Fig. 1: run 1, routed clock nets over the placement
(2 px per µm)
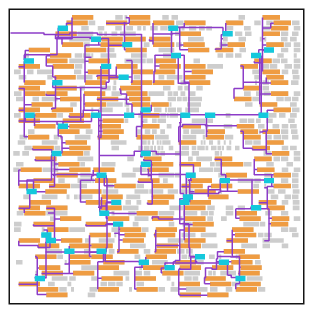
Fig. 2: run 1, routing congestion
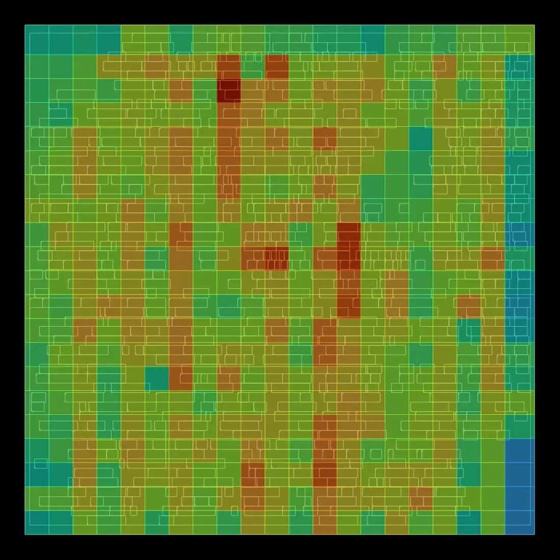
Fig. 3: run 1, M3 wires
(2 px per µm)
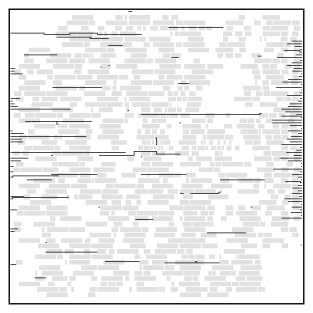
Fig. 4: run 1, sequential cells coloured by netlist name
(2 px per µm) Other sequential cells in the stronger grey, the rest of the logic in the fainter grey.
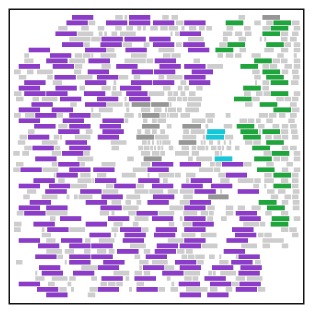
$ cat src/rtl/ahb_mem_sram_ctrl_if.sv
`default_nettype none
// ============================================================================
// Module   : ahb_mem_sram_ctrl_if
// Purpose  : Bundles the command handshake, read-return and SRAM-side signals
//            of the memory-side SRAM controller.
// Revision : 1.0 - initial release
// ============================================================================
interface ahb_mem_sram_ctrl_if #(
  parameter int DATA_WIDTH = 32,
  parameter int ADDR_WIDTH = 32,
  parameter int MEM_AW     = 10
);
  // Command side (from the AHB slave's memory port)
  logic                  i_valid;
  logic                  i_rd0_wr1;
  logic [ADDR_WIDTH-1:0] i_addr;
  logic [DATA_WIDTH-1:0] i_wr_data;
  logic                  o_ready;
  logic                  o_rd_valid;
  logic [DATA_WIDTH-1:0] o_rd_data;

  // SRAM side
  logic                  o_mem_cs;
  logic                  o_mem_we;
  logic [MEM_AW-1:0]     o_mem_addr;
  logic [DATA_WIDTH-1:0] o_mem_wdata;
  logic [DATA_WIDTH-1:0] i_mem_rdata;

  // Environment view: issues commands and models the SRAM
  modport master (
    output i_valid, i_rd0_wr1, i_addr, i_wr_data, i_mem_rdata,
    input  o_ready, o_rd_valid, o_rd_data,
    input  o_mem_cs, o_mem_we, o_mem_addr, o_mem_wdata
  );

  // Controller view
  modport slave (
    input  i_valid, i_rd0_wr1, i_addr, i_wr_data, i_mem_rdata,
    output o_ready, o_rd_valid, o_rd_data,
    output o_mem_cs, o_mem_we, o_mem_addr, o_mem_wdata
  );
endinterface
`default_nettype wire

$ cat src/rtl/ahb_mem_sram_ctrl.sv
`default_nettype none
// ============================================================================
// Module   : ahb_mem_sram_ctrl
// Purpose  : Buffers read/write commands in a small FIFO and issues them in
//            order to a single-port synchronous SRAM with fixed read latency.
//            Reads return through a one-cycle o_rd_valid pulse.
// Revision : 1.0 - initial release
// ============================================================================
module ahb_mem_sram_ctrl #(
  parameter int DATA_WIDTH = 32,
  parameter int ADDR_WIDTH = 32,
  parameter int MEM_AW     = 10,
  parameter int FIFO_DEPTH = 4,   // power of 2, >= 2
  parameter int RD_LATENCY = 1    // 1..7
) (
  input wire                 i_clk_ahb,
  input wire                 i_rstn_ahb,
  ahb_mem_sram_ctrl_if.slave bus
);

  localparam int c_PTR_W = $clog2(FIFO_DEPTH);
  localparam int c_CNT_W = c_PTR_W + 1;
  localparam int c_ENT_W = 1 + MEM_AW + DATA_WIDTH;
  localparam logic [c_CNT_W-1:0] c_FULL = c_CNT_W'(FIFO_DEPTH);
  localparam logic [2:0]         c_LAT  = 3'(RD_LATENCY);

  typedef enum logic [0:0] {
    ST_IDLE    = 1'b0,
    ST_WAIT_RD = 1'b1
  } state_t;

  // FIFO storage and bookkeeping; entry = {rd0_wr1, word address, write data}
  logic [c_ENT_W-1:0]    fifo_q [FIFO_DEPTH];
  logic [c_PTR_W-1:0]    wr_ptr_q;
  logic [c_PTR_W-1:0]    rd_ptr_q;
  logic [c_CNT_W-1:0]    count_q;
  logic [c_CNT_W-1:0]    count_d;
  logic                  ready_q;

  // Sequencer state and read-return registers
  state_t                state_q;
  logic [2:0]            lat_cnt_q;
  logic                  rd_valid_q;
  logic [DATA_WIDTH-1:0] rd_data_q;

  logic                  w_push;
  logic                  w_pop;
  logic [c_ENT_W-1:0]    w_head;
  logic                  w_head_wr;
  logic [MEM_AW-1:0]     w_head_addr;
  logic [DATA_WIDTH-1:0] w_head_data;

  // Only the word-address bits reach the SRAM; the rest alias away.
  if (ADDR_WIDTH > MEM_AW + 2) begin : g_addr_hi_unused
    logic w_addr_unused;
    assign w_addr_unused = ^{bus.i_addr[ADDR_WIDTH-1:MEM_AW+2], bus.i_addr[1:0]};
  end else begin : g_addr_lo_unused
    logic w_addr_unused;
    assign w_addr_unused = ^bus.i_addr[1:0];
  end

  assign w_push      = bus.i_valid && ready_q;
  assign w_pop       = (state_q == ST_IDLE) && (count_q != '0);
  assign w_head      = fifo_q[rd_ptr_q];
  assign w_head_wr   = w_head[c_ENT_W-1];
  assign w_head_addr = w_head[DATA_WIDTH +: MEM_AW];
  assign w_head_data = w_head[DATA_WIDTH-1:0];

  // Occupancy update: simultaneous push and pop cancel out
  always_comb begin
    count_d = count_q;
    case ({w_push, w_pop})
      2'b10:   count_d = count_q + c_CNT_W'(1);
      2'b01:   count_d = count_q - c_CNT_W'(1);
      default: count_d = count_q;
    endcase
  end

  // Command storage: entries are written on accept, never cleared
  always_ff @(posedge i_clk_ahb) begin
    if (w_push) begin
      fifo_q[wr_ptr_q] <= {bus.i_rd0_wr1, bus.i_addr[MEM_AW+1:2], bus.i_wr_data};
    end
  end

  // Pointers, count and ready flag; ready follows the registered count so a
  // pop in the full cycle cannot admit a push in that same cycle
  always_ff @(posedge i_clk_ahb or negedge i_rstn_ahb) begin
    if (!i_rstn_ahb) begin
      wr_ptr_q <= '0;
      rd_ptr_q <= '0;
      count_q  <= '0;
      ready_q  <= 1'b1;
    end else begin
      if (w_push) wr_ptr_q <= wr_ptr_q + c_PTR_W'(1);
      if (w_pop)  rd_ptr_q <= rd_ptr_q + c_PTR_W'(1);
      count_q <= count_d;
      ready_q <= (count_d != c_FULL);
    end
  end

  // Sequencer: one SRAM access per popped command, one read in flight
  always_ff @(posedge i_clk_ahb or negedge i_rstn_ahb) begin
    if (!i_rstn_ahb) begin
      state_q    <= ST_IDLE;
      lat_cnt_q  <= '0;
      rd_valid_q <= 1'b0;
      rd_data_q  <= '0;
    end else begin
      rd_valid_q <= 1'b0;
      case (state_q)
        ST_IDLE: begin
          if (w_pop && !w_head_wr) begin
            state_q   <= ST_WAIT_RD;
            lat_cnt_q <= c_LAT;
          end
        end
        ST_WAIT_RD: begin
          if (lat_cnt_q == 3'd1) begin
            rd_data_q  <= bus.i_mem_rdata;
            rd_valid_q <= 1'b1;
            state_q    <= ST_IDLE;
          end else begin
            lat_cnt_q <= lat_cnt_q - 3'd1;
          end
        end
        default: state_q <= ST_IDLE;
      endcase
    end
  end

  // SRAM strobes come straight from the FIFO head in the pop cycle
  assign bus.o_mem_cs    = w_pop;
  assign bus.o_mem_we    = w_pop && w_head_wr;
  assign bus.o_mem_addr  = w_pop ? w_head_addr : '0;
  assign bus.o_mem_wdata = w_pop ? w_head_data : '0;

  assign bus.o_ready     = ready_q;
  assign bus.o_rd_valid  = rd_valid_q;
  assign bus.o_rd_data   = rd_data_q;

endmodule
`default_nettype wire

$ cat src/flat_wrapper.sv
// flat-port wrapper written by rule: the top's interface ports become plain ports
module ahb_mem_sram_ctrl_flat 
#(
  parameter int DATA_WIDTH = 32,
  parameter int ADDR_WIDTH = 32,
  parameter int MEM_AW     = 10,
  parameter int FIFO_DEPTH = 4,                      
  parameter int RD_LATENCY = 1           
)
  (i_clk_ahb, i_rstn_ahb, bus_i_valid, bus_i_rd0_wr1, bus_i_addr, bus_i_wr_data, bus_i_mem_rdata, bus_o_ready, bus_o_rd_valid, bus_o_rd_data, bus_o_mem_cs, bus_o_mem_we, bus_o_mem_addr, bus_o_mem_wdata);
  ahb_mem_sram_ctrl_if #(.DATA_WIDTH(DATA_WIDTH), .ADDR_WIDTH(ADDR_WIDTH), .MEM_AW(MEM_AW)) bus_i ();
  input wire i_clk_ahb;
  input wire i_rstn_ahb;
  input wire logic [$bits(bus_i.i_valid)-1:0] bus_i_valid;
  input wire logic [$bits(bus_i.i_rd0_wr1)-1:0] bus_i_rd0_wr1;
  input wire logic [$bits(bus_i.i_addr)-1:0] bus_i_addr;
  input wire logic [$bits(bus_i.i_wr_data)-1:0] bus_i_wr_data;
  input wire logic [$bits(bus_i.i_mem_rdata)-1:0] bus_i_mem_rdata;
  output wire logic [$bits(bus_i.o_ready)-1:0] bus_o_ready;
  output wire logic [$bits(bus_i.o_rd_valid)-1:0] bus_o_rd_valid;
  output wire logic [$bits(bus_i.o_rd_data)-1:0] bus_o_rd_data;
  output wire logic [$bits(bus_i.o_mem_cs)-1:0] bus_o_mem_cs;
  output wire logic [$bits(bus_i.o_mem_we)-1:0] bus_o_mem_we;
  output wire logic [$bits(bus_i.o_mem_addr)-1:0] bus_o_mem_addr;
  output wire logic [$bits(bus_i.o_mem_wdata)-1:0] bus_o_mem_wdata;
  assign bus_i.i_valid = bus_i_valid;
  assign bus_i.i_rd0_wr1 = bus_i_rd0_wr1;
  assign bus_i.i_addr = bus_i_addr;
  assign bus_i.i_wr_data = bus_i_wr_data;
  assign bus_i.i_mem_rdata = bus_i_mem_rdata;
  assign bus_o_ready = bus_i.o_ready;
  assign bus_o_rd_valid = bus_i.o_rd_valid;
  assign bus_o_rd_data = bus_i.o_rd_data;
  assign bus_o_mem_cs = bus_i.o_mem_cs;
  assign bus_o_mem_we = bus_i.o_mem_we;
  assign bus_o_mem_addr = bus_i.o_mem_addr;
  assign bus_o_mem_wdata = bus_i.o_mem_wdata;
  ahb_mem_sram_ctrl #(.DATA_WIDTH(DATA_WIDTH), .ADDR_WIDTH(ADDR_WIDTH), .MEM_AW(MEM_AW), .FIFO_DEPTH(FIFO_DEPTH), .RD_LATENCY(RD_LATENCY)) u_core (.i_clk_ahb(i_clk_ahb), .i_rstn_ahb(i_rstn_ahb), .bus(bus_i));
endmodule
$ cat config.mk
export PLATFORM = sky130hd
export DESIGN_NAME = ahb_mem_sram_ctrl_flat
export DESIGN_NICKNAME = d
export VERILOG_FILES = /design/src/rtl/ahb_mem_sram_ctrl_if.sv /design/src/rtl/ahb_mem_sram_ctrl.sv /design/src/flat_wrapper.sv
export SDC_FILE = /design/constraint.sdc
export NUM_CORES = 1
export LEC_CHECK = 0
export CAP_MARGIN = 30
export CORE_UTILIZATION = 40
export CTS_BUF_LIST = sky130_fd_sc_hd__clkbuf_8
export CTS_CLUSTER_DIAMETER = 30
export DETAILED_ROUTE_END_ITERATION = 7
export GPL_ROUTABILITY_DRIVEN = 0
export HOLD_SLACK_MARGIN = 0.06
export PLACE_DENSITY_LB_ADDON = 0.12
export SLEW_MARGIN = 10
export SYNTH_ARGS = -nofsm -noshare
export SYNTH_HDL_FRONTEND = slang
export SYNTH_SLANG_ARGS = --single-unit
$ cat constraint.sdc
create_clock -name i_clk_ahb -period 2.4 [get_ports i_clk_ahb]
set_input_delay 0.48 -clock i_clk_ahb [delete_from_list [all_inputs] [get_ports i_clk_ahb]]
set_output_delay 0.48 -clock i_clk_ahb [all_outputs]
set_load 0.005 [all_outputs]
==> CHANGELOG.md, run 1 <==
### Metrics

* Port bufs at 155
* Final worst path period share at 113%
* Most frequent logic cell in the layout: edfxtp_1
* Post-route DRC at 0
* Largest class: registers
* Tool Warnings at roughly 54
* Critical setup path kind: reg -> out
* Initial DRC Count at ~160
* Pin count of the biggest net entering global routing at 34
* Post-synth EDFFs at 172
* Sequential share of power at approximately a third
* IR drop worst, VDD at 0.000554 V
* Syn Area/Cell at just over 20 µm²
* CP startpoint: u_core.rd_ptr_q[0]
* Placed insts at approximately 840
* Comb gates at 163
* MaxCap Viol Count at 0
* Violated checks: setup timing
* Router iterations before antenna repair at 4
* Number of flip-flops in the largest register at 172
* Total Neg Setup Slack at -6780 ps
* H-tree depth at 2
* Hold_ws at 439 ps
* Final setup vio count at between 40 and 50
* Flops after synth at roughly 220
* Floorplan Nets at approximately 500
* Pwr dens at between 1000 and 1500 nW/µm²
* Kind of end point of the critical path: output pin
* Mapped Area at approximately 8400 µm²
* Setup ws final at -311 ps
* Ys Warns at 0
* Site Rows at ~52
* Registers at roughly 220
* Layout cells sized above 1 at 41.8%
* Outcome: complete, but fails checks
* CP startpoint kind: register
* Worst R2R End: u_core.count_q[2]
* # clk buffers at 46
* CP required at approximately 1900 ps
* Comb pwr share at 41.6%
* Post-CTS Setup Bufs at 29
* Final nets at 758
* Worst-path fanout max at 7
* Die Span Y at around 150 µm
## Picture notes: Fig. 1
[purple] clock wires | length: 2700 µm
[cyan] cells driving clock nets | count: 44
[orange] flip-flops | count: 217
flops lie	widely spread
routed clock nets	45
clock skew: 9.87 ps
clk pwr: 3.85 mW
clk latency late pin: 530 ps
Clk pwr share: 24.3%

## Picture notes: Fig. 2
gr busiest metal: met2
DR WL/cell: 17.9 µm
M3 GR Usage: 4.53%
Total Routing Usage GR: 16.6%
met1 usage: 19.8%

## Picture notes: Fig. 3
main direction	horizontal
share of all routed wire	6.5%
longest straight run	59.3 µm
DR vias: 4541
routed wire length: 17.1 mm

## Picture notes: Fig. 4
colour	signal	placed flops
cyan	u_core.lat_cnt_q	3
green	u_core.bus.o_rd_data	32
purple	u_core.fifo_q	172
Power Sequential: 5.40 mW
flop share of the area: 52.6%
Reg area: 6300 µm²
final core utilization: 58.8%

run 1: metal layers:
layer	GRT usage, %	up-vias	routed length, µm
li1	-	2088	-
met1	19.8	2279	7080
met5	0	-	0
met4	6.88	0	341
met2	28.3	145	8580
met3	4.53	29	1110
run 1: cell families (layout without fill, tap and decap cells):
kind of cell / after synthesis / in the layout / share of synthesized area [%]
flops: 217 / 217 / 75.3
mux: 77 / 77 / 16.2
simple gates: 65 / 65 / 4.69
buf+inv: 26 / 304 / 1.38
fa+ha+maj: 8 / 8 / 1.29
compound gates: 8 / 8 / 0.629
xor+xnor: 5 / 5 / 0.524
other cells: 0 / 1 / 0
Fig. 5: run 1, signal wires by layer
(2 px per µm)
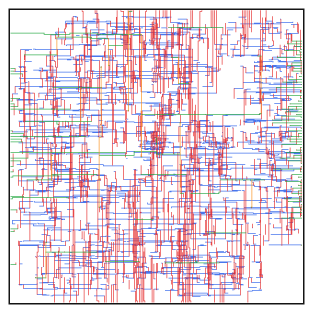

--- run 2 (diff from run 1) ---
--- a/config.mk
+++ b/config.mk
@@ -6,7 +6,7 @@
 export NUM_CORES = 1
 export LEC_CHECK = 0
 export CAP_MARGIN = 30
-export CORE_UTILIZATION = 40
+export CORE_UTILIZATION = 47
 export CTS_BUF_LIST = sky130_fd_sc_hd__clkbuf_8
 export CTS_CLUSTER_DIAMETER = 30
 export DETAILED_ROUTE_END_ITERATION = 7
Fig. 6: run 2, signal wires by layer
(2 px per µm)
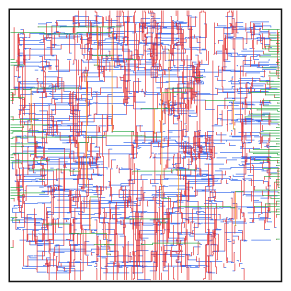
colour	layer	wire length
blue	met1	6970 µm
red	met2	7810 µm
orange	met4	332 µm
green	met3	1110 µm
DR vias: 4438
Total Routing Usage GR: 18.3%
routed wire length: 16.2 mm

==> CHANGELOG.md, run 2 <==
### Metrics

* Logic area at 2050 µm²
* Crit path capture: bus_o_mem_wdata[22]
* Largest class: registers
* Clk pwr share at 23.4% (-0.9 points)
* Die span in x at approximately 140 µm
* Clock skew at 14.9 ps (+5.04 ps)
* Clock-pin slew on the worst setup and hold paths at approximately 50 ps
* Fmax at around 390 MHz
* Worst-path fanout max at 5 (-2)
* Setup ws final at -197 ps (+114 ps)
* Met2 wire length at 7.81 mm (-8.9%)
* Area growth from synthesis to layout at 38.7%
* CP dominant cell by count: buf_12
* # clk buffers at 43 (-6.5%)
* Met2 capacity usage during global routing at 29.7% (+1.4 points)
* Comb gates at 163 (unchanged)
* Comb pwr share at 40.7% (-0.9 points)
* Clk pwr at 3.53 mW (-8.3%)
* Post-route DRC at 0 (unchanged)
* Router iterations before antenna repair at 4 (unchanged)
* ANT cells at 0
* Slew headroom at between 40% and 50%
* YS chip area at ~8400 µm²
* Final setup vio count at 43 (unchanged)
* Critical setup path kind: reg -> out
* Critical Path AT at about 2100 ps
* Met3 wire len at 1.11 mm (+0.72%)
* Number of flip-flops in the largest register at 172 (unchanged)
* CP required at 1920 ps (about the same)
* Max layer used: met4
* Met1 wire length at 6.97 mm (-1.6%)
* Total Neg Setup Slack at -3530 ps (+3250 ps)
* Hold_ws at 499 ps (+60.2 ps)
* Ys Warns at 0 (unchanged)
* Violated checks: setup timing
* Final Hold Vio Count at 0
* Switching share of total power at ~27%
* Pin count of the biggest net entering global routing at 44 (+29%)
* Mapped Area at 8350 µm² (unchanged)
* Final worst path period share at 108% (-4.8 points)
* Clk latency late pin at 510 ps (-20 ps)
* Site Rows at 48 (-7.7%)
* Kind of end point of the critical path: output pin
* MaxCap Viol Count at 0 (unchanged)
* Layout cells sized above 1 at 40.2% (-1.6 points)
* Slack of the worst reg-to-reg path at roughly 150 ps
* Gr busiest metal: met2
* Syn Area/Cell at 20.6 µm² (unchanged)
* Post-synth top cells: 172 x edfxtp_1, 44 x dfrtp_1, 43 x and2_1, 43 x mux4_2, 33 x mux2_2
* Registers at 217 (unchanged)
* H-tree depth at 2 (unchanged)
* CP startpoint kind: register
* Most frequent logic cell in the layout: edfxtp_1
* Final Power at about 15 mW
* P_sw at slightly above 4 mW
* IR drop worst, VDD at 0.000766 V (+38%)
* Post-CTS Setup Bufs at 15 (-48%)
* CP startpoint: u_core.rd_ptr_q[0]
* Most frequent logic cells in the routed design: 172 x edfxtp_1, 110 x clkdlybuf4s50_1, 43 x mux4_2, 43 x clkbuf_8, 42 x dfrtp_1
* Final nets at 736 (-2.9%)
* Worst R2R End: u_core.count_q[2]
* Pwr dens at 1310 nW/µm² (-1.3%)
* Pre-Place Util at 48.3%
* Met1 usage at 23.9% (+4.0 points)
* Sequential share of power at 36.0% (+1.9 points)
* Outcome: complete, but fails checks
* DR WL/cell at 18.4 µm (+2.8%)
* Synth Seq Share at 75.3%
* CP peak stage delay at about 500 ps
* Die Span Y at 135 µm (-7.6%)
* Post-synth EDFFs at 172 (unchanged)
* M3 GR Usage at 4.60% (+0.070 points)
* Hold-fix buffers, CTS at 1
* Buffers outside the clock class at between 150 and 200
* FFs w/ async S/R, synth at 20.7%
* Floorplan Nets at 514 (unchanged)
* Flops after synth at 217 (unchanged)
* Initial DRC Count at 144 (-7.7%)
* Cell family with most CP delay: buffers and inverters
* Port bufs at 155 (unchanged)
* Tool Warnings at 54 (unchanged)
Fig. 7: run 2, sequential cells coloured by netlist name
(2 px per µm) Other sequential cells in the stronger grey, the rest of the logic in the fainter grey.
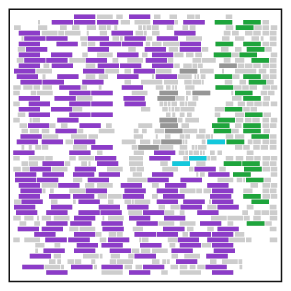
colour	signal	placed flops
cyan	u_core.lat_cnt_q	3
purple	u_core.fifo_q	172
green	u_core.bus.o_rd_data	32
not coloured	10
final core utilization: 67.0%
flop share of the area: 54.4%
Power Sequential: 5.44 mW
Reg area: 6300 µm²

run 2: metrics by stage:
stage / std cells / setup WS, ps / cell area [µm²] / utilization, %
finish: 881 / -197 / 11600 / 67.0
global route: 881 / -269 / 11600 / 67.0
CTS: 878 / -236 / 11600 / 66.8
detailed placement: 789 / -146 / 10400 / 60.3
global placement: 789 / -103 / 10400 / 60.3
floorplan: 406 / 58.5 / 8360 / -
run 2: cell families after synthesis:
group | count (synthesis) | synth area share (%)
AND/OR/NAND/NOR | 65 | 4.69
flip-flops | 217 | 75.3
AND-OR/OR-AND | 8 | 0.629
multiplexers | 77 | 16.2
buffers and inverters | 26 | 1.38
XOR/XNOR | 5 | 0.524
adder cells (fa/ha/maj) | 8 | 1.29
Fig. 8: run 2, routing congestion
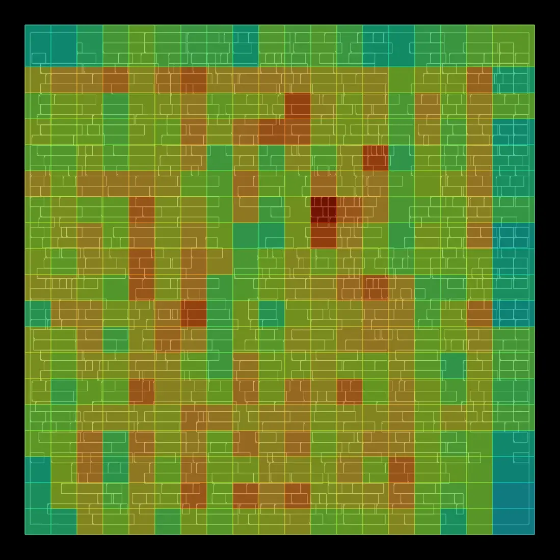

--- run 3 (diff from run 2) ---
--- a/config.mk
+++ b/config.mk
@@ -6,7 +6,7 @@
 export NUM_CORES = 1
 export LEC_CHECK = 0
 export CAP_MARGIN = 30
-export CORE_UTILIZATION = 47
+export CORE_UTILIZATION = 55
 export CTS_BUF_LIST = sky130_fd_sc_hd__clkbuf_8
 export CTS_CLUSTER_DIAMETER = 30
 export DETAILED_ROUTE_END_ITERATION = 7
==> constraint.sdc (replaced) <==
create_clock -name i_clk_ahb -period 3 [get_ports i_clk_ahb]
set_input_delay 0.6 -clock i_clk_ahb [delete_from_list [all_inputs] [get_ports i_clk_ahb]]
set_output_delay 0.6 -clock i_clk_ahb [all_outputs]
set_load 0.005 [all_outputs]
Fig. 9: run 3, routing congestion
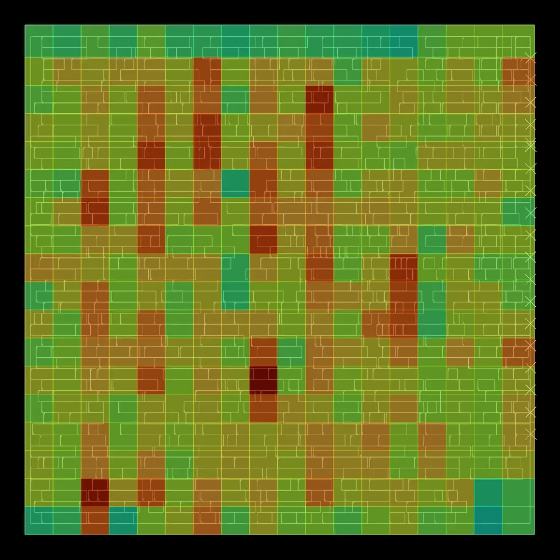
met2 capacity usage during global routing: 35.1%
Total Routing Usage GR: 20.8%
M3 GR Usage: 6.12%

Fig. 10: run 3, signal wires by layer
(2 px per µm)
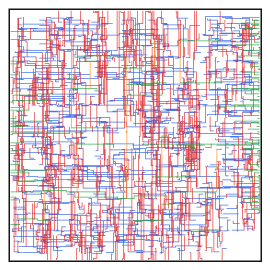
colour	layer	wire length
red	met2	7820 µm
blue	met1	6250 µm
orange	met4	315 µm
green	met3	1150 µm
DR WL/cell: 19.1 µm
routed wire length: 15.5 mm
DR vias: 4418

==> CHANGELOG.md, run 3 <==
### Metrics

* Outcome: complete, but fails checks
* Violated checks: DRC
* Post-CTS Setup Bufs at 2 (-13)
* Clk latency late pin at 520 ps (about the same)
* Final core utilization at 75.9% (+8.9 points)
* Largest class: registers
* Met2 wire length at 7.81 mm (about the same)
* Most frequent logic cell in the layout: edfxtp_1
* Slew headroom at 73.0% (+25 points)
* Clock-pin slew on the worst setup and hold paths at 60 ps (about the same)
* Mapped Area at 8350 µm² (unchanged)
* Final setup vio count at 0 (-100%)
* Clock skew at 17.4 ps (+2.51 ps)
* Registers at 217 (unchanged)
* Pin count of the biggest net entering global routing at 46 (+4.5%)
* IR drop worst, VDD at 0.000504 V (-34%)
* Router iterations before antenna repair at 7 (+3)
* Flops after synth at 217 (unchanged)
* Min-delay worst type: in -> async
* Die span in x at 125 µm (-7.4%)
* YS chip area at 8350 µm² (unchanged)
* Placed insts at 740 (-6.2%)
* Reg area at 6300 µm² (unchanged)
* Fin area at 11200 µm² (-3.7%)
* Final Power at 11.1 mW (-27%)
* Final worst path period share at a little over nine tenths
* Syn Area/Cell at 20.6 µm² (unchanged)
* P_sw at 3.06 mW (-26%)
* ANT cells at 1 (+1)
* Comb pwr share at 36.7% (-4.0 points)
* Post-synth top cells: 172 x edfxtp_1, 44 x dfrtp_1, 43 x and2_1, 43 x mux4_2, 33 x mux2_2
* Place WS at 290 ps (+436 ps)
* Synth top cell by count: edfxtp_1
* Power Sequential at 4.41 mW (-19%)
* Critical Path AT at 2310 ps (+190 ps)
* FFs w/ async S/R, synth at 20.7% (unchanged)
* Kind of end point of the critical path: output pin
* CP required at 2400 ps (+480 ps)
* Clk pwr at 2.62 mW (-26%)
* Comb gates at 163 (unchanged)
* Die Span Y at 125 µm (-7.4%)
* Mux area share at 16.2% (unchanged)
* Gr busiest metal: met2
* Post-route DRC at 37 (+37)
* Post-synth EDFFs at 172 (unchanged)
* Hold_ws at 478 ps (-21.9 ps)
* Pint at 8.05 mW
* Clk pwr share at 23.6% (+0.2 points)
* Final Hold Vio Count at 0 (unchanged)
* Placed instance area at 10300 µm² (-1.4%)
* Most frequent logic cells in the routed design: 172 x edfxtp_1, 131 x clkdlybuf4s50_1, 44 x clkbuf_8
* Met3 wire len at 1.15 mm (+3.5%)
* Met1 usage at 25.7% (+1.8 points)
* Max layer used: met4
* Comb area leader: multiplexers
* Pwr dens at 996 nW/µm² (-24%)
* MaxCap Viol Count at 0 (unchanged)
* Switching share of total power at 27.6% (+0.24 points)
* Sequential share of power at 39.7% (+3.7 points)
* Flop share of the area at 56.5% (+2.1 points)
* Pre-Place Util at 56.8% (+8.5 points)
* Area growth from synthesis to layout at 33.6%
* Number of flip-flops in the largest register at 172 (unchanged)
* Setup ws final at 90.8 ps (+287 ps)
* XOR Share, Synth at 0.524% (unchanged)
* Final Non-Filler Cells at 815 (-7.5%)
* Port bufs at 155 (unchanged)
* Worst-path fanout max at 11 (+6)
* CP startpoint kind: register
* CP startpoint: u_core.rd_ptr_q[0]
* Met1 wire length at 6.25 mm (-10%)
* # clk buffers at 44 (+2.3%)
* Buffers outside the clock class at 173 (-13%)
* Fmax at approximately 340 MHz
* Post-synth top area share at 61.8%
* Total Neg Setup Slack at 0 ps (+3530 ps)
* Synth Seq Share at 75.3% (unchanged)
* Worst R2R End: u_core.count_q[2]
* Logic area at 1960 µm² (-4.3%)
* Ys Warns at 0 (unchanged)
* Tool Warnings at 53 (-1.9%)
* Aoi share at 0.629% (unchanged)
* Simple-Gate Fraction of Synth Area at 4.69% (unchanged)
* Site Rows at 44 (-8.3%)
* H-tree depth at 2 (unchanged)
* Core area at between 10000 and 15000 µm²
* Hold-fix buffers, CTS at 0 (-1)
* Initial DRC Count at 226 (+57%)
[run 3: cell counts after synthesis]
No cell type changed its count.
[run 3: worst max-delay path, stage by stage (launching register included)]
cell and delay (ps):
dfrtp_4 490, buf_12 180, mux4_2 500, and2_1 180
clkdlybuf4s50_1 450
[run 3: cells by family (layout without fill, tap and decap cells)]
| logic type | count (synthesis) | after routing |
|---|---|---|
| XOR/XNOR | 5 | 5 |
| buffers and inverters | 26 | 250 |
| AND/OR/NAND/NOR | 65 | 65 |
| flip-flops | 217 | 217 |
| multiplexers | 77 | 77 |
| other | 0 | 1 |
| AND-OR/OR-AND | 8 | 8 |
| adder cells (fa/ha/maj) | 8 | 8 |
Power is estimated from default activity; no workload was simulated.
